==> run_1/met2.png <==
Cells faint in the background.
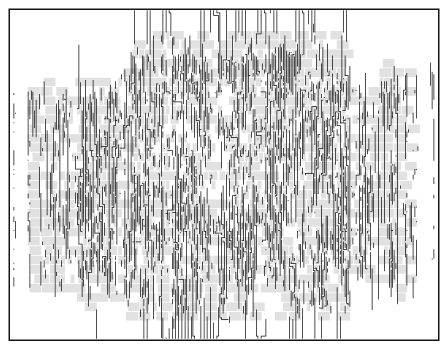
==> run_1/gate_families.png <==
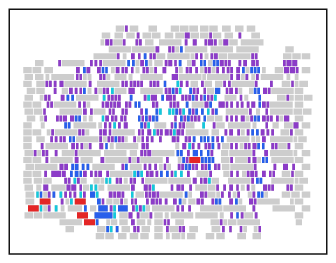
==> run_1/registers.png <==
Other sequential cells in the stronger grey, the rest of the logic in the fainter grey.
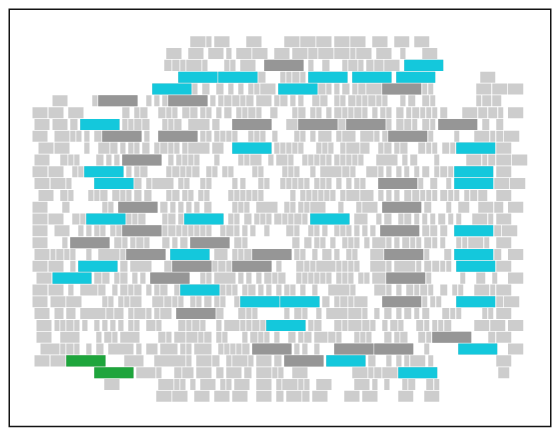
<file path="src/rtl/pc_seq_pkg.sv">
// rtl/pc_seq_pkg.sv - shared types and constants for the PC sequencer
package pc_seq_pkg;

  typedef enum logic [1:0] {
    IDLE  = 2'd0,
    FETCH = 2'd1,
    DRAIN = 2'd2
  } seq_state_t;

  typedef enum logic [1:0] {
    CAUSE_NONE = 2'd0,
    CAUSE_JMP  = 2'd1,
    CAUSE_BR   = 2'd2,
    CAUSE_EXC  = 2'd3
  } cause_t;

  localparam int PC_INC = 4;
  localparam logic [31:0] RESET_VEC_DEF = 32'h0000_0000;
  localparam logic [31:0] EXC_VEC_DEF   = 32'h0000_0180;

endpackage

</file>
<file path="src/rtl/pc_next_mux.sv">
// rtl/pc_next_mux.sv - priority select of the next PC and redirect cause
module pc_next_mux
  import pc_seq_pkg::*;
#(
  parameter int              WORD    = 32,
  parameter logic [WORD-1:0] EXC_VEC = EXC_VEC_DEF[WORD-1:0]
) (
  input  logic [WORD-1:0] pc_plus,
  input  logic            jump,
  input  logic [WORD-1:0] jump_target,
  input  logic            branch_taken,
  input  logic [WORD-1:0] branch_target,
  input  logic            exc,
  input  logic [WORD-1:0] pending_pc,
  input  logic            drain,
  input  logic            pending_lock,
  output logic [WORD-1:0] next_pc,
  output cause_t          cause
);

  always_comb begin
    cause = CAUSE_NONE;
    if (exc)               cause = CAUSE_EXC;
    else if (branch_taken) cause = CAUSE_BR;
    else if (jump)         cause = CAUSE_JMP;
  end

  // A latched exception target outranks any later non-exception redirect.
  always_comb begin
    next_pc = pc_plus;
    if (exc)               next_pc = EXC_VEC;
    else if (pending_lock) next_pc = pending_pc;
    else if (branch_taken) next_pc = {branch_target[WORD-1:2], 2'b00};
    else if (jump)         next_pc = {jump_target[WORD-1:2], 2'b00};
    else if (drain)        next_pc = pending_pc;
  end

endmodule

</file>
<file path="src/rtl/pc_sequencer.sv">
// rtl/pc_sequencer.sv - PC register, fetch FSM and redirect handling
// Optional cycle trace compiled in when PC_TRACE_EN is defined.
module pc_sequencer
  import pc_seq_pkg::*;
#(
  parameter int              WORD      = 32,
  parameter logic [WORD-1:0] RESET_VEC = RESET_VEC_DEF[WORD-1:0],
  parameter logic [WORD-1:0] EXC_VEC   = EXC_VEC_DEF[WORD-1:0]
) (
  input  logic            clk,
  input  logic            rst_n,
  input  logic            stall,
  input  logic            jump,
  input  logic [WORD-1:0] jump_target,
  input  logic            branch_taken,
  input  logic [WORD-1:0] branch_target,
  input  logic            exc,
  input  logic            imem_ready,
  output logic            imem_req,
  output logic [WORD-1:0] imem_addr,
  output logic [WORD-1:0] pc_curr,
  output logic            issue_valid,
  output logic            flush_if_id,
  output logic            flush_id_ex,
  output logic [1:0]      seq_state
);

  seq_state_t      state, state_n;
  logic [WORD-1:0] pc_n;
  logic [WORD-1:0] pending_pc, pending_pc_n;
  logic            pending_exc, pending_exc_n;
  logic [WORD-1:0] mux_pc;
  cause_t          cause;
  logic            redirect;
  logic            in_drain;

  assign in_drain = (state == DRAIN);

  pc_next_mux #(
    .WORD    (WORD),
    .EXC_VEC (EXC_VEC)
  ) u_mux (
    .pc_plus       (pc_curr + WORD'(PC_INC)),
    .jump          (jump),
    .jump_target   (jump_target),
    .branch_taken  (branch_taken),
    .branch_target (branch_target),
    .exc           (exc),
    .pending_pc    (pending_pc),
    .drain         (in_drain),
    .pending_lock  (in_drain && pending_exc),
    .next_pc       (mux_pc),
    .cause         (cause)
  );

  assign redirect = (cause != CAUSE_NONE);

  always_ff @(posedge clk or negedge rst_n) begin
    if (!rst_n) begin
      state       <= IDLE;
      pc_curr     <= RESET_VEC;
      pending_pc  <= '0;
      pending_exc <= 1'b0;
    end else begin
      state       <= state_n;
      pc_curr     <= pc_n;
      pending_pc  <= pending_pc_n;
      pending_exc <= pending_exc_n;
    end
  end

  always_comb begin
    state_n       = state;
    pc_n          = pc_curr;
    pending_pc_n  = pending_pc;
    pending_exc_n = pending_exc;
    imem_req      = 1'b0;
    issue_valid   = 1'b0;
    case (state)
      IDLE: state_n = FETCH;
      FETCH: begin
        imem_req = 1'b1;
        if (redirect) begin
          if (imem_ready) begin
            pc_n = mux_pc;
          end else begin
            pending_pc_n  = mux_pc;
            pending_exc_n = (cause == CAUSE_EXC);
            state_n       = DRAIN;
          end
        end else if (!stall && imem_ready) begin
          issue_valid = 1'b1;
          pc_n        = mux_pc;
        end
      end
      DRAIN: begin
        imem_req = 1'b1;
        // The abandoned word is dropped; mux_pc already reflects any same-cycle redirect.
        if (imem_ready) begin
          pc_n          = mux_pc;
          pending_exc_n = 1'b0;
          state_n       = FETCH;
        end else if (redirect) begin
          pending_pc_n  = mux_pc;
          pending_exc_n = pending_exc || (cause == CAUSE_EXC);
        end
      end
      default: state_n = IDLE;
    endcase
  end

  assign flush_if_id = (state != IDLE) && redirect;
  assign flush_id_ex = (state != IDLE) && (exc || branch_taken);
  assign imem_addr   = pc_curr;
  assign seq_state   = state;

`ifdef PC_TRACE_EN
  always @(posedge clk) begin
    if (flush_if_id)
      $display("----------------------------------------");
    $display("Time: %d, PC = %h, state = %d, issue = %b", $time, pc_curr, state, issue_valid);
  end
`else
`endif

endmodule

</file>
<file path="config.mk">
export PLATFORM = sky130hd
export DESIGN_NAME = pc_sequencer
export DESIGN_NICKNAME = d
export VERILOG_FILES = /design/src/rtl/pc_seq_pkg.sv /design/src/rtl/pc_next_mux.sv /design/src/rtl/pc_sequencer.sv
export SDC_FILE = /design/constraint.sdc
export NUM_CORES = 1
export LEC_CHECK = 0
export ABC_AREA = 1
export CORE_ASPECT_RATIO = 0.75
export CORE_MARGIN = 5
export CORE_UTILIZATION = 55
export CTS_BUF_LIST = sky130_fd_sc_hd__clkbuf_8
export CTS_CLUSTER_SIZE = 24
export DETAILED_ROUTE_END_ITERATION = 10
export PLACE_DENSITY = 0.95
export SLEW_MARGIN = 40
export SYNTH_ARGS = -nofsm -noshare
export SYNTH_HDL_FRONTEND = slang
export SYNTH_HIERARCHICAL = 1
export SYNTH_SLANG_ARGS = --single-unit
</file>
<file path="constraint.sdc">
create_clock -name clk -period 5.2 [get_ports clk]
set_input_delay 1.56 -clock clk [delete_from_list [all_inputs] [get_ports clk]]
set_output_delay 1.56 -clock clk [all_outputs]
set_load 0.01 [all_outputs]
</file>
==> Slide: Implementation Results, run 1 <==
Physical Implementation Snapshot

Critical path
  – CP peak stage delay: ~0.58 ns
  – Crit Path Class: in2out
  – Critical path capture point type: primary output
  – Reg-to-reg startpoint: seq_state[0]$_DFFE_PN0P_
  – CP cell instances: clkdlybuf4s50_1 -> inv_2 -> o21ai_0 -> nor2_4 -> nor2_1 -> clkdlybuf4s50_1
  – WP depth: 6
  – Critical Path End: flush_if_id
  – CP Buf/Inv Count: 3
  – Reg2Reg Setup Slack: around 2.2 ns
  – Crit Path Max Fanout: 4
  – Crit-path slowest cell: clkdlybuf4s50_1
  – R2r endpoint: pending_pc[17]$_DFFE_PN0P_
  – Crit-path leading delay family: buffers and inverters

Final layout
  – Finished Cell Area: around 6600 µm²
  – Non-clk buf share: 0.216
  – ANT cells: 0
  – Comb gates: 683
  – Comb. cell area: about 3000 µm²
  – Clock buf count: 12
  – Share of layout cells above drive strength 1: 0.0525
  – Largest class: logic gates
  – Fillcell total: approximately 860
  – NumNets Final: around 1.0k
  – Inverters: 42
  – Top Layout Cells: nand2_1 (348), clkdlybuf4s50_1 (135), nor2_1 (111)
  – Area grow syn2layout: 23.4%
  – Number of signal-net buffers in the layout: around 150
  – Layout clock area frac: 0.0269
  – Most frequent logic cell in the layout: nand2_1
  – FFs & Latches: approximately 67

Synth
  – Post-synth EDFFs: 0
  – Post-synth seq share: 0.311
  – Synth Flop Type: dfrtp_1
  – Cell Area, Synth: between 5000 and 6000 µm²
  – Post-synth regs: around 67
  – Cells in synth_stat.txt: 866
  – Leading area contributor after synthesis: dfrtp_1
  – Largest logic family: simple AND/OR/NAND/NOR gates
  – Synth Area in XOR/XNOR: 0.0244
  – Adder share: 0.0139
  – Mux share: 0
  – Syn Nets: approximately 940
  – Main area contributors after synthesis: dfrtp_1 (31%), nand2_1 (24%), nor2_1 (7.7%), nand3_1 (7.4%), a21oi_1 (5.4%)
  – Syn avg cell area: about 6.2 µm²
  – Synth top cell by count: nand2_1
  – YS chip area: about 5400 µm²
  – Synth top area share: 0.311
  – Cell count after synthesis: 866
  – Yosys warns: 6

CTS
  – # resized after CTS: 0
  – Clock Latency Late Sink: 0.35 ns
  – Clock slew seen by the registers of the worst setup and hold paths: about 0.070 ns
  – Root buf cell: clkbuf_8
  – Max Buffers Root-to-Sink: 2
  – Hold_buf cts: 0
  – CTS tree: built
  – H-tree levels: 3
  – Clock sink count: 67

Power and ir drop
  – Largest Pwr Group: combinational cells
  – Pwr Density: around 480 nW/µm²
  – Sw frac: 0.470
  – Clk network pwr share: 0.128
  – VDD IR max: around 430 µV
  – P_sw: 1.49 mW
  – Static Leak: 3.12 nW
  – Comb pwr share: 0.562
  – Power Total: 3.18 mW
  – Clock group: roughly 0.40 mW
  – P_comb: ~1.8 mW
  – P_int: about 1.7 mW

Floorplanning
  – Die ar.: between 10000 and 15000 µm²
  – N_taps: approximately 130
  – Site Rows: 31
  – Die Width: 124 µm
  – Fp util: 0.560
  – Die Y: ~96 µm

STA
  – Post-route setup slack: between 0.2 and 0.25 ns
  – Final hold violation count: 0
  – Worst-margin pin slew: approximately 0.74 ns
  – Max_slew headroom: 0.503
  – Fin. max-slew vios: 0
  – Final setup fails: 0
  – Setup TNS: 0 ns
  – Final min period: 4.96 ns
  – RSZ-0062 raised after global routing: no
  – Fmax: between 0.2 and 0.25 GHz
  – Setup Skew: between 0.004 and 0.005 ns

Global route
  – Met2 Track Usage GR: 0.424
  – Vias in the first global route: 5440
  – Pin count of the biggest net entering global routing: 36
  – Met3 usage: 0.0621
  – First-pass GRT wire length: roughly 27 mm
  – Met1 GRT Util: 0.381
  – Initial antenna violation count: 0
  – Gr busiest metal: met2
  – GR Overflow Total: 0

Routing
  – DR vias/cell: about 5.4
  – Final WL: ~16 mm
  – Drt initial violations: 569
  – Highest metal used: met4
  – Met1 WL: 7.07 mm
  – Vias post-DR: roughly 5.9k
  – Antenna viol nets, final: 0

Flow run
  – Max-Cap Viols: 0
  – Tool Warnings: 34

Worst hold path
  – Hold Path Sink: pending_pc[28]$_DFFE_PN0P_
  – Cell count of the worst hold path: 2
  – HP Class: reg2reg
  – Start point of the worst hold path: pending_pc[28]$_DFFE_PN0P_

Placement
  – Dpl cell area: approximately 6500 µm²
  – RePlAce Congestion: ~0.95
  – Hpwl dp: around 11 mm
  – Placed Cells: 1070
  – IO buf count: about 140

Run status
  – Status: finished, final reports clean
## Picture notes: met2.png
wire length on this layer	7080 µm
nets with wire on the layer	774

## Picture notes: gate_families.png
family	colour	cells	most used
adder and majority cells	red	6	ha_1
NAND gates	purple	446	nand2_1
inverters	cyan	42	inv_1
NOR gates	blue	120	nor2_1
non-filler instance count after layout: 1085
Comb area share: 0.457

## Picture notes: registers.png
netlist name	colour	sequential cells
imem_addr	cyan	32
seq_state	green	2
not coloured	33
Seq power: 0.986 mW
Flop area: 1680 µm²
Seq/total area: 0.252
Layout Utilization: 0.691

==> inputs of run 2 (changes only) <==
--- a/config.mk
+++ b/config.mk
@@ -8,11 +8,11 @@
 export ABC_AREA = 1
 export CORE_ASPECT_RATIO = 0.75
 export CORE_MARGIN = 5
-export CORE_UTILIZATION = 55
+export CORE_UTILIZATION = 51
 export CTS_BUF_LIST = sky130_fd_sc_hd__clkbuf_8
 export CTS_CLUSTER_SIZE = 24
 export DETAILED_ROUTE_END_ITERATION = 10
-export PLACE_DENSITY = 0.95
+export PLACE_DENSITY = 0.93
 export SLEW_MARGIN = 40
 export SYNTH_ARGS = -nofsm -noshare
 export SYNTH_HDL_FRONTEND = slang
==> constraint.sdc (replaced) <==
create_clock -name clk -period 5.41 [get_ports clk]
set_input_delay 1.623 -clock clk [delete_from_list [all_inputs] [get_ports clk]]
set_output_delay 1.623 -clock clk [all_outputs]
set_load 0.01 [all_outputs]
==> Slide: Implementation Results, run 2 <==
Physical Implementation Snapshot

Floorplanning
  – N_taps: 136 (was 132)
  – Die ar.: 12700 µm² (was 11900 µm²)
  – Die Y: 99 µm (was 95.7 µm)
  – Die Width: 129 µm (was 124 µm)
  – Fp util: 0.523 (was 0.560)
  – Site Rows: 32 (was 31)

Critical path
  – Critical path capture point type: primary output (unchanged)
  – Crit Path Max Fanout: 4 (unchanged)
  – CP peak stage delay: 0.58 ns (about the same)
  – Crit-path leading delay family: buffers and inverters (unchanged)
  – WP depth: 6 (unchanged)
  – R2r endpoint: pending_pc[19]$_DFFE_PN0P_ (was pending_pc[17]$_DFFE_PN0P_)
  – CP cell instances: clkdlybuf4s50_1 -> inv_2 -> o21ai_0 -> nor2_4 -> nor2_1 -> clkdlybuf4s50_1 (unchanged)
  – Reg-to-reg startpoint: seq_state[0]$_DFFE_PN0P_ (unchanged)
  – CP Buf/Inv Count: 3 (unchanged)
  – Critical Path End: flush_if_id (unchanged)

Power and ir drop
  – Pwr Density: 456 nW/µm² (was 478 nW/µm²)
  – Comb pwr share: 0.556 (was 0.562)
  – VDD IR max: 440 µV (was 428 µV)
  – Clock group: 0.392 mW (was 0.405 mW)
  – P_comb: 1.69 mW (was 1.79 mW)
  – Seq power: 0.953 mW (was 0.986 mW)
  – Power Total: 3.03 mW (was 3.18 mW)
  – Sw frac: 0.469 (was 0.470)
  – Static Leak: 3.12 nW (about the same)
  – Largest Pwr Group: combinational cells (unchanged)
  – P_sw: 1.42 mW (was 1.49 mW)

Routing
  – DR vias/cell: 5.39 (was 5.44)
  – Antenna viol nets, final: 0 (unchanged)
  – Met1 WL: 7.04 mm (was 7.07 mm)
  – Highest metal used: met4 (unchanged)

CTS
  – # resized after CTS: 0 (unchanged)
  – Clock Latency Late Sink: 0.36 ns (was 0.35 ns)
  – H-tree levels: 3 (unchanged)
  – Clock slew seen by the registers of the worst setup and hold paths: 0.07 ns (about the same)
  – Clock sink count: 67 (unchanged)

Global route
  – Gr busiest metal: met2 (unchanged)
  – Pin count of the biggest net entering global routing: 40 (was 36)
  – Met1 GRT Util: 0.362 (was 0.381)
  – GR Overflow Total: 0 (unchanged)
  – Vias in the first global route: 5529 (was 5440)
  – Initial antenna violation count: 0 (unchanged)

Synth
  – Main area contributors after synthesis: dfrtp_1 (31%), nand2_1 (24%), nor2_1 (7.7%), nand3_1 (7.4%), a21oi_1 (5.4%) (unchanged)
  – Synth Area in XOR/XNOR: 0.0244 (unchanged)
  – Synth top cell by count: nand2_1 (unchanged)
  – Syn Nets: 943 (unchanged)
  – Post-synth EDFFs: 0 (unchanged)
  – Yosys warns: 6 (unchanged)
  – Adder share: 0.0139 (unchanged)
  – Syn avg cell area: 6.22 µm² (unchanged)
  – Cell Area, Synth: 5390 µm² (unchanged)
  – Synth Flop Type: dfrtp_1 (unchanged)
  – Largest logic family: simple AND/OR/NAND/NOR gates (unchanged)
  – Mux share: 0 (unchanged)
  – Leading area contributor after synthesis: dfrtp_1 (unchanged)

Worst hold path
  – Start point of the worst hold path: pending_pc[1]$_DFFE_PN0P_ (was pending_pc[28]$_DFFE_PN0P_)
  – HP Class: reg2reg (unchanged)

STA
  – Final hold violation count: 0 (unchanged)
  – Setup TNS: 0 ns (unchanged)
  – Final setup fails: 0 (unchanged)
  – Fin. max-slew vios: 0 (unchanged)
  – Fmax: 0.196 GHz
  – Post-route setup slack: 0.315 ns (was 0.240 ns)
  – Max_slew headroom: 0.434 (was 0.503)
  – Final min period: slightly above 5 ns
  – Setup Skew: 0.0111 ns (was 0.00434 ns)
  – RSZ-0062 raised after global routing: no (unchanged)

Placement
  – Placed Cells: 1073 (was 1070)
  – RePlAce Congestion: 0.940 (was 0.948)
  – Hpwl dp: 11.0 mm (was 11.3 mm)
  – IO buf count: 136 (unchanged)
  – Dpl cell area: 6470 µm² (about the same)

Final layout
  – Number of signal-net buffers in the layout: 145 (was 146)
  – Top Layout Cells: nand2_1 (347), clkdlybuf4s50_1 (135), nor2_1 (111) (was nand2_1 (348), clkdlybuf4s50_1 (135), nor2_1 (111))
  – FFs & Latches: 67 (unchanged)
  – Non-filler instance count after layout: 1088 (was 1085)
  – Share of layout cells above drive strength 1: 0.0515 (was 0.0525)
  – Largest class: logic gates (unchanged)
  – NumNets Final: 1025 (was 1026)
  – Clock buf count: 12 (unchanged)
  – ANT cells: 0 (unchanged)
  – Non-clk buf share: 0.215 (was 0.216)
  – Fillcell total: 912 (was 855)
  – Comb gates: 683 (unchanged)
  – Inverters: 42 (unchanged)
  – Seq/total area: 0.252 (unchanged)
  – Most frequent logic cell in the layout: nand2_1 (unchanged)
  – Flop area: 1680 µm² (unchanged)

Flow run
  – Max-Cap Viols: 0 (unchanged)
  – Tool Warnings: 34 (unchanged)

Run status
  – Status: finished, final reports clean (unchanged)
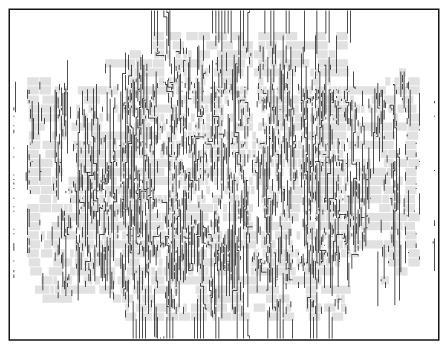
(run_2/met2.png)
Cells faint in the background.
longest straight run	43.0 µm
main direction	vertical
final WL: 15.7 mm
met2 Track Usage GR: 0.381
vias post-DR: 5865

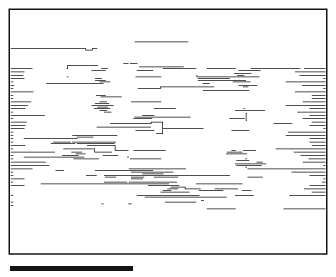
(run_2/met3.png)
Scale bar: 50 µm.
main direction	horizontal
wire length on this layer	1770 µm
nets with wire on the layer	137
met3 usage: 0.0666

Power and IR drop assume default switching activity.
